===== src/rtl/gelu_lut_sequencer.sv =====
// Streaming GELU unit: paired reads of a phi lookup ROM, linear interpolation
// and y = x*phi(x), sequenced per frame by an IDLE/RUN/DRAIN controller.
//
// state | meaning
// IDLE  | waiting for start; no input accepted
// RUN   | accepting samples until len have been taken
// DRAIN | input closed; pipeline flushing until the last output handshake
module gelu_lut_sequencer #(
    parameter int DATA_WIDTH = 16,
    parameter int ADDR_WIDTH = 7,
    parameter int LUT_DEPTH  = 96,
    parameter int FRAC_BITS  = 8,
    parameter int BIAS       = 0,
    parameter int LEN_WIDTH  = 16
) (
    input  logic                  clk,
    input  logic                  rst_n,
    input  logic                  start,
    input  logic [LEN_WIDTH-1:0]  cfg_len,
    output logic                  busy,
    output logic                  done,
    input  logic                  in_valid,
    output logic                  in_ready,
    input  logic [DATA_WIDTH-1:0] in_data,
    output logic                  out_valid,
    input  logic                  out_ready,
    output logic [DATA_WIDTH-1:0] out_data,
    output logic                  out_last,
    output logic                  rom_en,
    output logic [ADDR_WIDTH-1:0] rom_addr_a,
    output logic [ADDR_WIDTH-1:0] rom_addr_b,
    input  logic [DATA_WIDTH-1:0] rom_q_a,
    input  logic [DATA_WIDTH-1:0] rom_q_b
);

    localparam int POS_W    = DATA_WIDTH + 2;
    localparam int PHI_FRAC = DATA_WIDTH - 1;
    localparam logic signed [POS_W-1:0] POS_MAX = POS_W'((LUT_DEPTH - 1) << FRAC_BITS);
    localparam logic [ADDR_WIDTH-1:0] ADDR_LAST = ADDR_WIDTH'(LUT_DEPTH - 1);

    typedef enum logic [1:0] {
        ST_IDLE  = 2'd0,
        ST_RUN   = 2'd1,
        ST_DRAIN = 2'd2
    } state_t;

    state_t               state_q, state_d;
    logic [LEN_WIDTH-1:0] len_q, len_d;
    logic [LEN_WIDTH-1:0] acc_cnt_q, acc_cnt_d;
    logic [LEN_WIDTH-1:0] out_cnt_q, out_cnt_d;
    logic                 done_q, done_d;

    logic advance;
    logic accept;
    logic out_hs;
    logic in_ready_w;

    // S0 position decode
    logic signed [POS_W-1:0] pos;
    logic                    below;
    logic                    above;
    logic [ADDR_WIDTH-1:0]   addr_a;
    logic [ADDR_WIDTH-1:0]   addr_b;
    logic [FRAC_BITS-1:0]    frac;

    // S1: ROM data is live on rom_q_*, aligned with these registers
    logic                    s1_valid_q;
    logic [DATA_WIDTH-1:0]   s1_x_q;
    logic [FRAC_BITS-1:0]    s1_frac_q;
    logic                    s1_below_q;

    logic signed [DATA_WIDTH:0]             diff;
    logic signed [DATA_WIDTH+FRAC_BITS+1:0] prod;
    logic [DATA_WIDTH-1:0]                  phi_d;

    // S2
    logic                    s2_valid_q;
    logic [DATA_WIDTH-1:0]   s2_x_q;
    logic [DATA_WIDTH-1:0]   s2_phi_q;

    logic signed [2*DATA_WIDTH:0] y_prod;
    logic [DATA_WIDTH-1:0]        y_d;

    // S3
    logic                    out_valid_q;
    logic [DATA_WIDTH-1:0]   out_data_q;

    assign advance    = !out_valid_q || out_ready;
    assign out_hs     = out_valid_q && out_ready;
    assign in_ready_w = (state_q == ST_RUN) && advance && (acc_cnt_q < len_q);
    assign accept     = in_valid && in_ready_w;

    always_comb begin
        pos    = POS_W'($signed(in_data)) + POS_W'(BIAS);
        below  = pos[POS_W-1];
        above  = !below && (pos >= POS_MAX);
        addr_a = '0;
        addr_b = '0;
        frac   = '0;
        if (above) begin
            addr_a = ADDR_LAST;
            addr_b = ADDR_LAST;
        end else if (!below) begin
            addr_a = ADDR_WIDTH'(pos >>> FRAC_BITS);
            addr_b = addr_a + ADDR_WIDTH'(1);
            frac   = FRAC_BITS'(pos);
        end
    end

    // Addresses only leave the block on an accept so idle cycles read entry 0
    assign rom_addr_a = accept ? addr_a : '0;
    assign rom_addr_b = accept ? addr_b : '0;
    assign rom_en     = advance && (state_q != ST_IDLE);

    always_comb begin
        diff  = $signed({1'b0, rom_q_b}) - $signed({1'b0, rom_q_a});
        prod  = diff * $signed({1'b0, s1_frac_q});
        phi_d = s1_below_q ? '0 : rom_q_a + DATA_WIDTH'(prod >>> FRAC_BITS);
    end

    always_comb begin
        y_prod = $signed(s2_x_q) * $signed({1'b0, s2_phi_q});
        y_d    = DATA_WIDTH'(y_prod >>> PHI_FRAC);
    end

    always_ff @(posedge clk or negedge rst_n) begin
        if (!rst_n) begin
            s1_valid_q  <= 1'b0;
            s1_x_q      <= '0;
            s1_frac_q   <= '0;
            s1_below_q  <= 1'b0;
            s2_valid_q  <= 1'b0;
            s2_x_q      <= '0;
            s2_phi_q    <= '0;
            out_valid_q <= 1'b0;
            out_data_q  <= '0;
        end else if (advance) begin
            s1_valid_q  <= accept;
            s1_x_q      <= in_data;
            s1_frac_q   <= frac;
            s1_below_q  <= below;
            s2_valid_q  <= s1_valid_q;
            s2_x_q      <= s1_x_q;
            s2_phi_q    <= phi_d;
            out_valid_q <= s2_valid_q;
            out_data_q  <= y_d;
        end
    end

    always_comb begin
        state_d   = state_q;
        len_d     = len_q;
        acc_cnt_d = acc_cnt_q;
        out_cnt_d = out_cnt_q;
        done_d    = 1'b0;
        case (state_q)
            ST_IDLE: begin
                if (start) begin
                    if (cfg_len != '0) begin
                        len_d     = cfg_len;
                        acc_cnt_d = '0;
                        out_cnt_d = '0;
                        state_d   = ST_RUN;
                    end else begin
                        done_d = 1'b1;
                    end
                end
            end
            ST_RUN: begin
                if (accept) begin
                    acc_cnt_d = acc_cnt_q + LEN_WIDTH'(1);
                    if (acc_cnt_d == len_q) state_d = ST_DRAIN;
                end
                if (out_hs) out_cnt_d = out_cnt_q + LEN_WIDTH'(1);
            end
            ST_DRAIN: begin
                if (out_hs) begin
                    out_cnt_d = out_cnt_q + LEN_WIDTH'(1);
                    if (out_cnt_q == len_q - LEN_WIDTH'(1)) begin
                        state_d = ST_IDLE;
                        done_d  = 1'b1;
                    end
                end
            end
            default: state_d = ST_IDLE;
        endcase
    end

    always_ff @(posedge clk or negedge rst_n) begin
        if (!rst_n) begin
            state_q   <= ST_IDLE;
            len_q     <= '0;
            acc_cnt_q <= '0;
            out_cnt_q <= '0;
            done_q    <= 1'b0;
        end else begin
            state_q   <= state_d;
            len_q     <= len_d;
            acc_cnt_q <= acc_cnt_d;
            out_cnt_q <= out_cnt_d;
            done_q    <= done_d;
        end
    end

    assign busy      = (state_q != ST_IDLE);
    assign done      = done_q;
    assign in_ready  = in_ready_w;
    assign out_valid = out_valid_q;
    assign out_data  = out_data_q;
    // out_cnt only moves on a handshake, so this is stable through stalls
    assign out_last  = out_valid_q && (out_cnt_q == len_q - LEN_WIDTH'(1));

endmodule


===== config.mk =====
export PLATFORM = sky130hd
export DESIGN_NAME = gelu_lut_sequencer
export DESIGN_NICKNAME = d
export VERILOG_FILES = /design/src/rtl/gelu_lut_sequencer.sv
export SDC_FILE = /design/constraint.sdc
export NUM_CORES = 1
export LEC_CHECK = 0
export CAP_MARGIN = 10
export CORE_UTILIZATION = 45
export CTS_BUF_LIST = sky130_fd_sc_hd__clkbuf_8
export DETAILED_ROUTE_END_ITERATION = 10
export GPL_TIMING_DRIVEN = 0
export PLACE_DENSITY = 0.69
export SYNTH_ARGS = -nofsm -noshare
export SYNTH_HDL_FRONTEND = slang
export SYNTH_SLANG_ARGS = --single-unit
export TNS_END_PERCENT = 50

===== constraint.sdc =====
create_clock -name clk -period 11.3 [get_ports clk]
set_input_delay 2.26 -clock clk [delete_from_list [all_inputs] [get_ports clk]]
set_output_delay 2.26 -clock clk [all_outputs]
set_load 0.05 [all_outputs]

run_1/io_fan.png
(2 px per um)
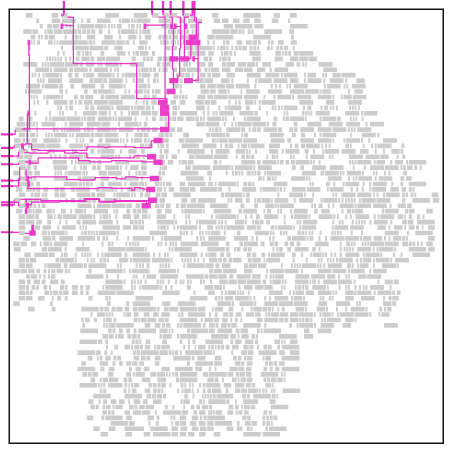
legend:
  magenta:
    port: rom_q_a
    bits: 16
    direction: input
    end_cells: 34
    buffers: 16
    wire: 1070 um
I/O pins: 105
IO Port Bufs: 104

run_1/layer_met3.png
(1 px per um)
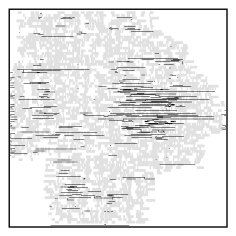
nets with wire on the layer: 208
main direction: horizontal
DR vias: 16640
met3 Track Usage GR: 0.04632
Final Routed Wirelength: 54.31 mm

run_1/wires.png
(1.5 px per um) Only two layers are drawn.
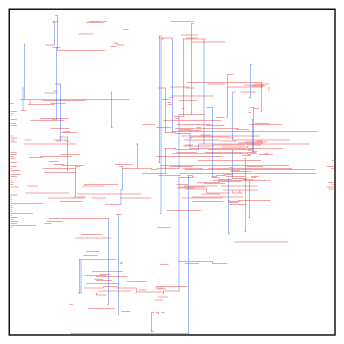
legend:
  blue:
    layer: metal 4
    wire_length: 1510 um
  red:
    layer: metal 3
    wire_length: 3730 um
drt wl/cell: 17.42 um
total track usage: 0.2400

==> impl_metrics.py, run 1 <==
# Metrics from the implementation run
metrics = {
    "placed_design": {
        "pre_cts_slack_ns": 0.1545,
        "dpl.hpwl_mm": 44.76,
        "place_congestion": 0.9350,
        "dp.cells": 3085,
    },
    "cells_and_area": {
        "dominant_cells": "multi-input combinational cells",
        "clockBufferCount": 17,
        "mi_logic_area_sq_um": 15470,
        "fin_cells": 3118,
        "inv_count": 436,
        "seq-cell-share": 0.1380,
        "clk_share": 0.01675,
        "flop-count": 126,
        "drive_above_1_share": 0.02702,
    },
    "critical_path": {
        "critPathTopFamily": "adder cells",
        "crit_top_cell": "fa_1",
        "cp_max_fo": 8,
        "slowest_delay_ns": 0.57,
        "critPathLaunch": "rom_q_a[0]",
        "worstRegToRegCells": 24,
        "endpoint_kind": "flop",
        "rr_endpoint": "out_data[14]",
        "required_ns": 11.68,
        "crit-reg2reg-launch": "s2_phi_q[13]",
        "cp-endpoint": "s2_phi_q[15]",
    },
    "global_route": {
        "grt_use_met1": 0.3174,
        "grt_antenna_before_repair": 0,
        "grt_pass1_vias": 17360,
        "grt_max_degree": 69,
        "top_usage_layer": "met2",
        "gr-total-overflow": 0,
        "met2_usage": 0.3915,
    },
    "routing": {
        "post-route-drc-count": 2,
        "firstDrtPassIters": 8,
        "ant_nets": 0,
        "vias_per_cell": 5.336,
        "wl_met2_mm": 25.53,
        "drt-initial-drc-count": 1087,
    },
    "clock_network": {
        "hold_buffers": 0,
        "clk_latency_ns": 0.52,
        "cts_tree": "done",
    },
    "floorplan": {
        "rows": 78,
        "die_w_um": 216.2,
        "coreArea_sq_um": 45280,
    },
    "logic_synthesis": {
        "syn_avg_cell_area_sq_um": 8.675,
        "yosys_warnings": 0,
        "synth_cells": 2380,
        "dominantRegCellSynth": "dfrtp_1",
        "xor_share": 0.04709,
        "ys_sh_adder": 0.4134,
        "ys_seq_frac": 0.1527,
    },
    "worst_hold_path": {
        "whs_path_depth": 2,
    },
    "outcome": {
        "violations": "design-rule violations",
        "outcome": "finished with violations",
    },
    "sta": {
        "fin_crit_sh": 0.9507,
    },
}
==> run 2: changes to the inputs <==
- SKIP_CTS_REPAIR_TIMING: not set -> 1
- TNS_END_PERCENT: 50 -> 30
run_2/placement.png
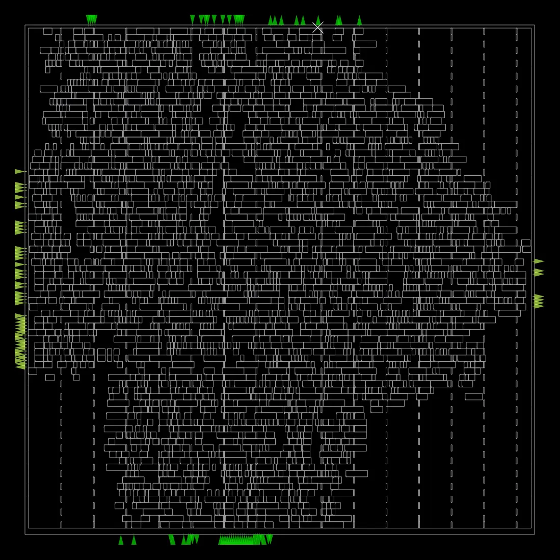
Layout Utilization: 0.5046
Seq area share: 0.1380
Filler Cell Count: 4273
Core Box Area: 45280 sq um

run_2/layer_met3.png
(1 px per um)
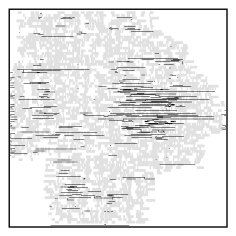
nets with wire on the layer: 208
main direction: horizontal
longest straight run: 97.3 um
share of all routed wire: 6.9%
wire length on this layer: 3730 um

==> run 2 against run 1 <==
Net effect:
- the run still ends with design-rule violations left
- register-to-register slack about the same
- sequential share of layout area unchanged
- final cell count unchanged
- worst hold slack unchanged
- design area unchanged
- critical path type unchanged
==> impl_metrics.py, run 2 <==
# Metrics from the implementation run
metrics = {
    "cells_and_area": {
        "n_all_buffers": 199,
        "fin_cells": 3118,
        "clk_share": 0.01675,
        "mi_logic_area_sq_um": 15470,
        "mostFrequentLayoutCell": "inv_1",
        "clockBufferCount": 17,
        "inv_count": 436,
        "comb_cells": 1724,
        "final_cell_mix": "inv_1, nand2_1, fa_1",
        "seq_area_sq_um": 3153,
        "diodes": 1,
        "area_growth_pct": 10.68,
        "drive_above_1_share": 0.02702,
        "flop-count": 126,
        "dominant_cells": "multi-input combinational cells",
        "layout.nonclk_buf_frac": 0.06373,
        "layout.nets": 3076,
        "postLayoutCellArea_sq_um": 22850,
        "sh_comb_area": 0.6770,
    },
    "critical_path": {
        "required_ns": 11.68,
        "worstRegToRegCells": 24,
        "start_kind": "input pin",
        "crit_buf_inv": 4,
        "cp_max_fo": 8,
        "slowest_delay_ns": 0.57,
        "cpMaxStageDelayCell": "xnor2_1",
        "cp-endpoint": "s2_phi_q[15]",
        "r2r_slack_ns": 3.63,
        "crit_arrival_ns": 11.12,
        "critPathLaunch": "rom_q_a[0]",
        "cp.depth": 36,
        "crit-reg2reg-launch": "s2_phi_q[13]",
        "critPathTopFamily": "adder cells",
        "endpoint_kind": "flop",
        "rr_endpoint": "out_data[14]",
        "crit_top_cell": "fa_1",
    },
    "logic_synthesis": {
        "ys_sh_aoi": 0.09405,
        "synth.top_cells.by_count": "inv_1, nand2_1, fa_1",
        "ys_sh_adder": 0.4134,
        "top_area_frac": 0.2880,
        "ys_seq_frac": 0.1527,
        "synth.cellmix.simpleShare": 0.1913,
        "dominantRegCellSynth": "dfrtp_1",
        "synth_cells": 2380,
        "async_flop_share": 1.000,
        "numSynthFlops": 126,
        "fp_nets": 2952,
        "most_common_cell": "inv_1",
        "xor_share": 0.04709,
        "yosys_cells": 2380,
        "synth.distinct_cells": 79,
        "yosysTopAreaCell": "fa_1",
        "yosys_warnings": 0,
        "ys_chip_area_sq_um": 20650,
        "syn_avg_cell_area_sq_um": 8.675,
        "topCombFamilyByArea": "adder cells",
        "edf_count": 0,
        "syn_area_sq_um": 20650,
    },
    "placed_design": {
        "dp.cells": 3085,
        "io_buffer_count": 104,
        "place_area_sq_um": 22470,
        "pre_cts_slack_ns": 0.1545,
        "place_congestion": 0.9350,
        "dpl.hpwl_mm": 44.76,
    },
    "floorplan": {
        "initCoreUtil": 0.4559,
        "taps": 600,
        "die_w_um": 216.2,
        "die_h_um": 216.2,
        "ios": 105,
        "rows": 78,
        "die_area_sq_um": 46740,
    },
    "sta": {
        "report.final.slew_viol_count": 0,
        "worstMarginPinSlew_ns": 0.9330,
        "fin_crit_sh": 0.9507,
        "holdWs_ns": 0.4660,
        "timing.final.hold_violations": 0,
        "rsz0062_at_grt": "no",
        "finalSetupTns_ns": 0,
        "relSlewSlack": 0.3682,
        "setup_slack_ns": 0.5576,
        "setup_viol": 0,
        "skew_ns": 0.02676,
        "max_clock_freq_mhz": 93.09,
    },
    "clock_network": {
        "clk_pin_slew_ns": 0.08,
        "cts_root_buf": "clkbuf_8",
        "clk_path_buf_depth": 2,
        "cts_inserted_buffers": 17,
        "htree_levels": 4,
        "cts_tree": "done",
        "clk_latency_ns": 0.52,
    },
    "routing": {
        "routedWlPerCell_um": 17.42,
        "wl_met2_mm": 25.53,
        "routed-via-count": 16640,
        "ant_nets": 0,
        "vias_per_cell": 5.336,
        "wl_met3_mm": 3.726,
        "post-route-drc-count": 2,
        "drt-met1-wl_mm": 23.54,
        "maxUsedRoutingLayer": "met4",
        "drt-initial-drc-count": 1087,
        "wirelength_mm": 54.31,
        "firstDrtPassIters": 8,
    },
    "worst_hold_path": {
        "hold_path.class": "flop to flop",
        "whs_path_depth": 2,
        "min_to": "s2_valid_q",
        "hold_start": "s2_valid_q",
    },
    "global_route": {
        "track_usage": 0.2400,
        "grt_pass1_vias": 17360,
        "gr-total-overflow": 0,
        "grt_max_degree": 69,
        "grt_use_met1": 0.3174,
        "grtUsageMet3": 0.04632,
        "top_usage_layer": "met2",
        "grt_antenna_before_repair": 0,
        "met2_usage": 0.3915,
        "grt_pass1_wl_mm": 88.57,
    },
    "outcome": {
        "outcome": "finished with violations",
        "violations": "design-rule violations",
    },
    "run": {
        "maxCapViolations": 0,
        "warnings": 29,
    },
}
